**src/rtl/cpu_pkg.sv**
```systemverilog
// Shared definitions for the CPU data-memory path: state and op encodings, bus widths.
package cpu_pkg;

  localparam int unsigned WORD_W = 32;
  localparam int unsigned BYTE_W = 8;

  typedef enum logic [1:0] {
    MEM_IDLE = 2'd0,
    MEM_WAIT = 2'd1,
    MEM_DONE = 2'd2
  } mem_state_e;

  typedef enum logic {
    MEM_OP_RD = 1'b0,
    MEM_OP_WR = 1'b1
  } mem_op_e;

endpackage

```
**src/rtl/mem_byte_bank.sv**
```systemverilog
// Byte-wide storage with a big-endian 4-lane word read and a word write enable.
// The array has no reset. Addresses are assumed word-aligned by the caller.
module mem_byte_bank
  import cpu_pkg::*;
#(
  parameter int unsigned DEPTH_BYTES = 128,
  localparam int unsigned AW = $clog2(DEPTH_BYTES)
) (
  input  logic              clk_i,
  input  logic              we_i,
  input  logic [AW-1:0]     addr_i,
  input  logic [WORD_W-1:0] wdata_i,
  output logic [WORD_W-1:0] rdata_o
);

  logic [BYTE_W-1:0] mem_q [DEPTH_BYTES];

  // Lane addresses; OR-ing is addition because the base is word-aligned.
  logic [AW-1:0] a0, a1, a2, a3;
  assign a0 = addr_i;
  assign a1 = addr_i | AW'(1);
  assign a2 = addr_i | AW'(2);
  assign a3 = addr_i | AW'(3);

  // Combinational big-endian word read: lowest address is the most significant byte.
  always_comb begin
    rdata_o = {mem_q[a0], mem_q[a1], mem_q[a2], mem_q[a3]};
  end

  // Word write, committed only when the FSM asserts its commit strobe.
  always_ff @(posedge clk_i) begin
    if (we_i) begin
      mem_q[a0] <= wdata_i[31:24];
      mem_q[a1] <= wdata_i[23:16];
      mem_q[a2] <= wdata_i[15:8];
      mem_q[a3] <= wdata_i[7:0];
    end
  end

endmodule

```
**src/rtl/data_mem_responder.sv**
```systemverilog
// MEM-stage data memory responder: captures a read/write request, waits a programmable
// number of cycles, then completes with a registered mReady (and mErr for rejected accesses).
module data_mem_responder
  import cpu_pkg::*;
#(
  parameter int unsigned DEPTH_BYTES = 128,  // power of two, at least 8
  parameter int unsigned WAIT_CYCLES = 2,    // 0..15
  parameter int unsigned ADDR_W      = 32
) (
  input  logic              CLK,
  input  logic              Reset,
  input  logic              mRD,
  input  logic              mWR,
  input  logic [ADDR_W-1:0] DAddr,
  input  logic [WORD_W-1:0] DataIn,
  output logic [WORD_W-1:0] DataOut,
  output logic              mReady,
  output logic              mErr,
  output logic              Busy
);

  localparam int unsigned AW = $clog2(DEPTH_BYTES);

  mem_state_e        state_q, state_d;
  logic [3:0]        cnt_q, cnt_d;
  mem_op_e           op_q, op_d;
  logic [AW-1:0]     addr_q, addr_d;
  logic [WORD_W-1:0] wdata_q, wdata_d;
  logic              err_q, err_d;
  logic [WORD_W-1:0] dout_q, dout_d;
  logic              ready_q, ready_d;
  logic              merr_q, merr_d;
  logic              busy_q, busy_d;
  logic              enter_done;
  logic              commit;
  logic              req_err;
  logic [WORD_W-1:0] rdata;

  // Rejected accesses: both strobes, misaligned, or beyond the array (no wrap-around).
  always_comb begin
    req_err = (mRD & mWR) | (DAddr[1:0] != 2'b00) | (DAddr >= ADDR_W'(DEPTH_BYTES));
  end

  // Next-state, capture and completion logic. The *_d request fields double as the
  // effective access, so a zero-wait access completes straight from the inputs.
  always_comb begin
    state_d    = state_q;
    cnt_d      = cnt_q;
    op_d       = op_q;
    addr_d     = addr_q;
    wdata_d    = wdata_q;
    err_d      = err_q;
    dout_d     = dout_q;
    ready_d    = 1'b0;
    merr_d     = 1'b0;
    busy_d     = busy_q;
    enter_done = 1'b0;

    unique case (state_q)
      MEM_IDLE: begin
        if (mRD | mWR) begin
          op_d    = (mWR & ~mRD) ? MEM_OP_WR : MEM_OP_RD;
          addr_d  = DAddr[AW-1:0];
          wdata_d = DataIn;
          err_d   = req_err;
          busy_d  = 1'b1;
          cnt_d   = 4'(WAIT_CYCLES);
          if (WAIT_CYCLES == 0) begin
            enter_done = 1'b1;
          end else begin
            state_d = MEM_WAIT;
          end
        end
      end
      MEM_WAIT: begin
        if (!mRD && !mWR) begin
          // Initiator withdrew: abandon the access silently.
          state_d = MEM_IDLE;
          busy_d  = 1'b0;
          cnt_d   = 4'd0;
        end else if (cnt_q <= 4'd1) begin
          enter_done = 1'b1;
        end else begin
          cnt_d = cnt_q - 4'd1;
        end
      end
      MEM_DONE: begin
        // Always pass through IDLE so a held request is re-sampled there.
        state_d = MEM_IDLE;
      end
      default: begin
        state_d = MEM_IDLE;
      end
    endcase

    if (enter_done) begin
      state_d = MEM_DONE;
      busy_d  = 1'b0;
      cnt_d   = 4'd0;
      ready_d = 1'b1;
      merr_d  = err_d;
      if (!err_d && (op_d == MEM_OP_RD)) begin
        dout_d = rdata;
      end
    end
  end

  // Writes land on the edge that enters DONE, never earlier.
  assign commit = enter_done & ~err_d & (op_d == MEM_OP_WR);

  // State, capture and registered-output flops.
  always_ff @(posedge CLK or negedge Reset) begin
    if (!Reset) begin
      state_q <= MEM_IDLE;
      cnt_q   <= 4'd0;
      op_q    <= MEM_OP_RD;
      addr_q  <= '0;
      wdata_q <= '0;
      err_q   <= 1'b0;
      dout_q  <= '0;
      ready_q <= 1'b0;
      merr_q  <= 1'b0;
      busy_q  <= 1'b0;
    end else begin
      state_q <= state_d;
      cnt_q   <= cnt_d;
      op_q    <= op_d;
      addr_q  <= addr_d;
      wdata_q <= wdata_d;
      err_q   <= err_d;
      dout_q  <= dout_d;
      ready_q <= ready_d;
      merr_q  <= merr_d;
      busy_q  <= busy_d;
    end
  end

  mem_byte_bank #(
    .DEPTH_BYTES(DEPTH_BYTES)
  ) u_bank (
    .clk_i  (CLK),
    .we_i   (commit),
    .addr_i (addr_d),
    .wdata_i(wdata_d),
    .rdata_o(rdata)
  );

  assign DataOut = dout_q;
  assign mReady  = ready_q;
  assign mErr    = merr_q;
  assign Busy    = busy_q;

endmodule

```
**config.mk**
```make
export PLATFORM = sky130hd
export DESIGN_NAME = data_mem_responder
export DESIGN_NICKNAME = d
export VERILOG_FILES = /design/src/rtl/cpu_pkg.sv /design/src/rtl/mem_byte_bank.sv /design/src/rtl/data_mem_responder.sv
export SDC_FILE = /design/constraint.sdc
export NUM_CORES = 2
export LEC_CHECK = 0
export CAP_MARGIN = 5
export CORE_MARGIN = 2
export CORE_UTILIZATION = 37
export CTS_BUF_LIST = sky130_fd_sc_hd__clkbuf_8
export DETAILED_ROUTE_END_ITERATION = 8
export MAX_ROUTING_LAYER = met4
export SYNTH_ARGS = -nofsm -noshare
export SYNTH_HDL_FRONTEND = slang
export SYNTH_SLANG_ARGS = --single-unit
```
**constraint.sdc**
```tcl
create_clock -name CLK -period 4.3 [get_ports CLK]
set_clock_uncertainty 0.15 [all_clocks]
set_input_delay 0.86 -clock CLK [delete_from_list [all_inputs] [get_ports CLK]]
set_output_delay 0.86 -clock CLK [all_outputs]
set_load 0.02 [all_outputs]
```
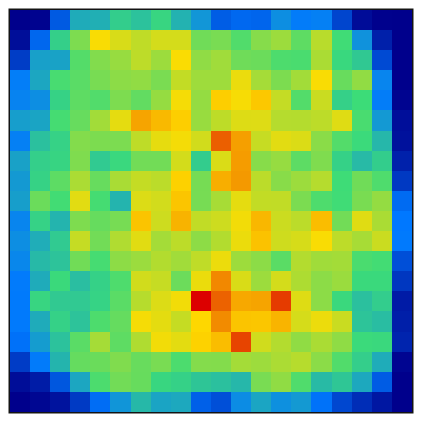
(images/route_heat.png)
Drawn at 1 px/um. The die is cut into 20 by 20 equal tiles; dark blue is low, red is high, scaled to the fullest tile. Values are wire area over tile area, all layers added.
- densest ninth of the die: center
- mean over tiles: 0.37
- fullest tile: 0.72
- tiles over half the peak: 62%

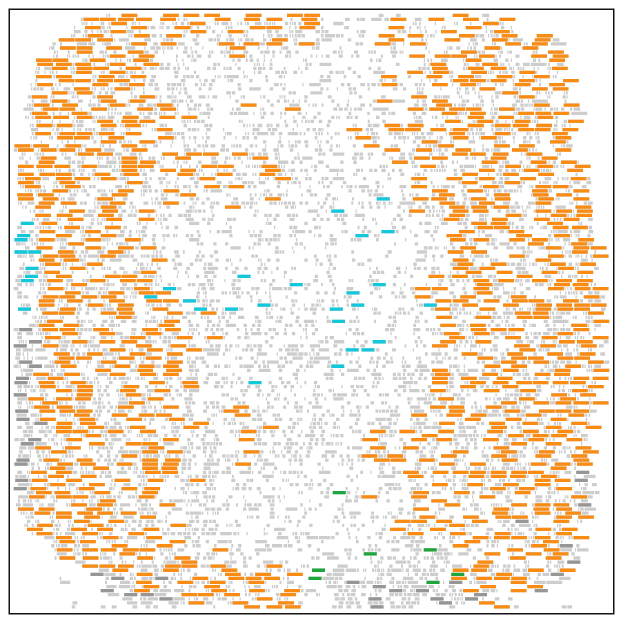
(images/ff_map.png)
Drawn at 1.5 px/um. Other sequential cells in the stronger gray, the rest of the logic in the fainter gray.
- green: `addr_q` (flops 7; where south)
- cyan: `DataOut` (flops 32)
- orange: `u_bank.mem_q` (flops 1024; where widely spread)
- not colored: 43

==> results.tsv <==
stage	metric	value	unit
run_status	status	finished, final reports clean	
pwr	Combinational Power Share	0.642	
pwr	Clk network pwr share	0.147	
global_routing	vias in the first global route	51500	
critical_path	Worst EP arrival	4940	ps
critical_path	max incr delay on CP	600	ps
synthesis	syn_nets	5867	
route	via count	57500	
placed_design	port buffer count	102	
clock_tree	clk slew on worst S/H paths	60	ps
route	# DRC	0	
pwr	Power Combinational	44.2	mW
clock_tree	PostCTS Resize Cnt	5	
job	Log Warnings	28	
floorplanning	I/O pins	103	
pwr	Switching Share	0.505	
clock_tree	Hold-fix buffers, CTS	1	
critical_path	delay-heaviest family, CP	AND-OR/OR-AND gates	
critical_path	reg2reg path depth	14	
synthesis	Yosys chip area	0.0586	mm2
floorplanning	# Taps	2072	
cells_and_area	clock network contribution to total cell area	0.0509	
pwr	Cell Int Power	34.0	mW
synthesis	asr flop ratio synth	0.0741	
critical_path	most used cell, CP	buf_4	
placed_design	routability congestion estimate	1.09	
synthesis	Syn Area/Cell	10.1	um2
synthesis	post-synthesis instance area	0.0586	mm2
worst_hold_path	Hold Path Class	input pin to async pin	
synthesis	YS warnings	0	
pwr	Clk. pwr	10.1	mW
synthesis	ys cells	5797	
cells_and_area	Buffers excl. clock	1407	
route	Iter 0 DRT Violations	10400	
cells_and_area	inverters	98	
placed_design	placed cells	8747	
synthesis	Main synth FF type	edfxtp_1	
placed_design	Post-DP Area	0.0718	mm2
critical_path	worst flop-to-flop path startpoint	state_q[0]$_DFFE_PN0P_	
cells_and_area	Clock buffer cells	209	
cells_and_area	fin area	0.0758	mm2
cells_and_area	top cell category	sequential cells	
critical_path	r2r endpoint	DataOut[27]$_DFFE_PN0P_	
pwr	Seq group	14.5	mW
synthesis	Post-synth top cells	edfxtp_1 (1024), a21oi_1 (986), nor2_1 (872)	
cells_and_area	most frequent logic cell in the layout	buf_4	
final_timing	worst setup margin	54.0	ps
floorplanning	initial core utilization	0.371	
clock_tree	CTS tree	done	
cells_and_area	buffering overhead	0.166	
global_routing	Congestion Overflow GR	0	
synthesis	Post-synth EDFFs	1024	
placed_design	hpwl dp	260000	um
cells_and_area	Flops	1106	
cells_and_area	n_diodes	14	
clock_tree	clk latency late pin	960	ps
critical_path	Critical Path Source	state_q[0]$_DFFE_PN0P_	
final_timing	# setup viols final	0	
synthesis	synthesis-stage register bit count	1106	
critical_path	Worst Path Max Fanout	16	
synthesis	Post-synth seq share	0.560	
synthesis	synth top area cells	edfxtp_1 (52%), a21oi_1 (8.4%), mux2i_1 (6.3%)	
pwr	Lkg Pwr	29.9	nW
synthesis	Synth Instances	5797	
cells_and_area	mi-comb count	4065	
clock_tree	H-tree Lvls	4	
clock_tree	Post-CTS Setup Bufs	0	
final_timing	min Tclk post-route	4250	ps
clock_tree	Clock Sinks	1106	
final_timing	Slew Limit Fails	0	
cells_and_area	Top cells excl fill/tap	buf_4 (1165), edfxtp_1 (1024), a21oi_1 (985)	
pwr	Psw	34.8	mW
job	Max Cap Viol	0	
global_routing	pin count of the biggest net entering global routing	69	
synthesis	Distinct lib cells used	76	
clock_tree	CTS Buf Count	193	
clock_tree	root buf cell	clkbuf_8	
final_timing	Slew HR	0.353	
critical_path	crit end category	flop	
final_timing	setup_tns	0	ps
final_timing	worst slew pin tran	971	ps
route	post-route ant nets	0	
cells_and_area	Comb/total area	0.311	
cells_and_area	MI comb area	0.0235	mm2
pwr	power density cells	908	mW/mm2
route	drt first pass iters	7	
route	Avg WL per Cell	37.5	um
critical_path	CP required	5000	ps
pwr	worst vdd ir	0.989	mV
final_timing	Fin. Hold Viols	0	
global_routing	global-route wire length before repair	453000	um
critical_path	Worst path depth	14	
critical_path	kind of critical path	flop to flop	
critical_path	Startpoint Class	flop	
placed_design	dpl ws	-1010	ps
cells_and_area	FF+latch area	0.0328	mm2
pwr	Top Consumer	combinational cells	
critical_path	Buf/Inv on CP	5	
pwr	sequential share of power	0.211	
synthesis	cell taking the most area after synthesis	edfxtp_1	
synthesis	Synth top area share	0.525	
critical_path	CP endpoint	DataOut[27]$_DFFE_PN0P_	
route	final wirelength	342000	um
floorplanning	die width	402	um
floorplanning	DIE HEIGHT	402	um
cells_and_area	Final Non-Filler Cells	9119	
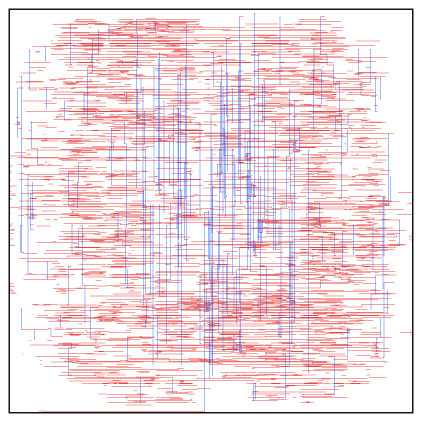
(images/layers.png)
Drawn at 1 px/um. Two of the layers only.
- red: M3 (wire length 50.9 mm)
- blue: M4 (wire length 12100 um)

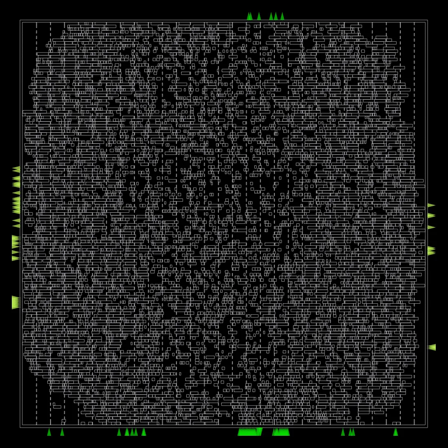
(images/placed.png)
Rows: 146
Final Util: 0.480
filler cell count: 14.8k
core area: 0.158 mm2

[metrics by stage]
step | power [mW] | hold slack (ps)
floorplan | 32.0 | 307
global placement | 56.5 | 314
detailed placement | 56.8 | 320
CTS | 66.8 | 305
global route | 69.5 | 356
finish | 68.8 | 335
[cells by family after synthesis]
logic type	share of synthesized area
AOI/OAI and AO/OA	0.172
adders and majority gates	0.000427
buffers and inverters	0.0464
DFF	0.560
muxes	0.0844
and+or+nand+nor	0.137
[per-layer routing]
metal	share of wire	GRT usage	wire length, um
met1	0.43	0.630	147000
met2	0.39	0.540	132000
met3	0.15	0.133	50900
met4	0.036	0.135	12100
met5	0	-	0
[sequential cells by signal, indices dropped and copies added (netlist names), 2 cells and up]
register,count
state_q,2
u_bank.mem_q,1024
cnt_q,4
DataOut,32
addr_q,7
wdata_q,32
No activity file was given, so power comes from the tool's default toggle rates.
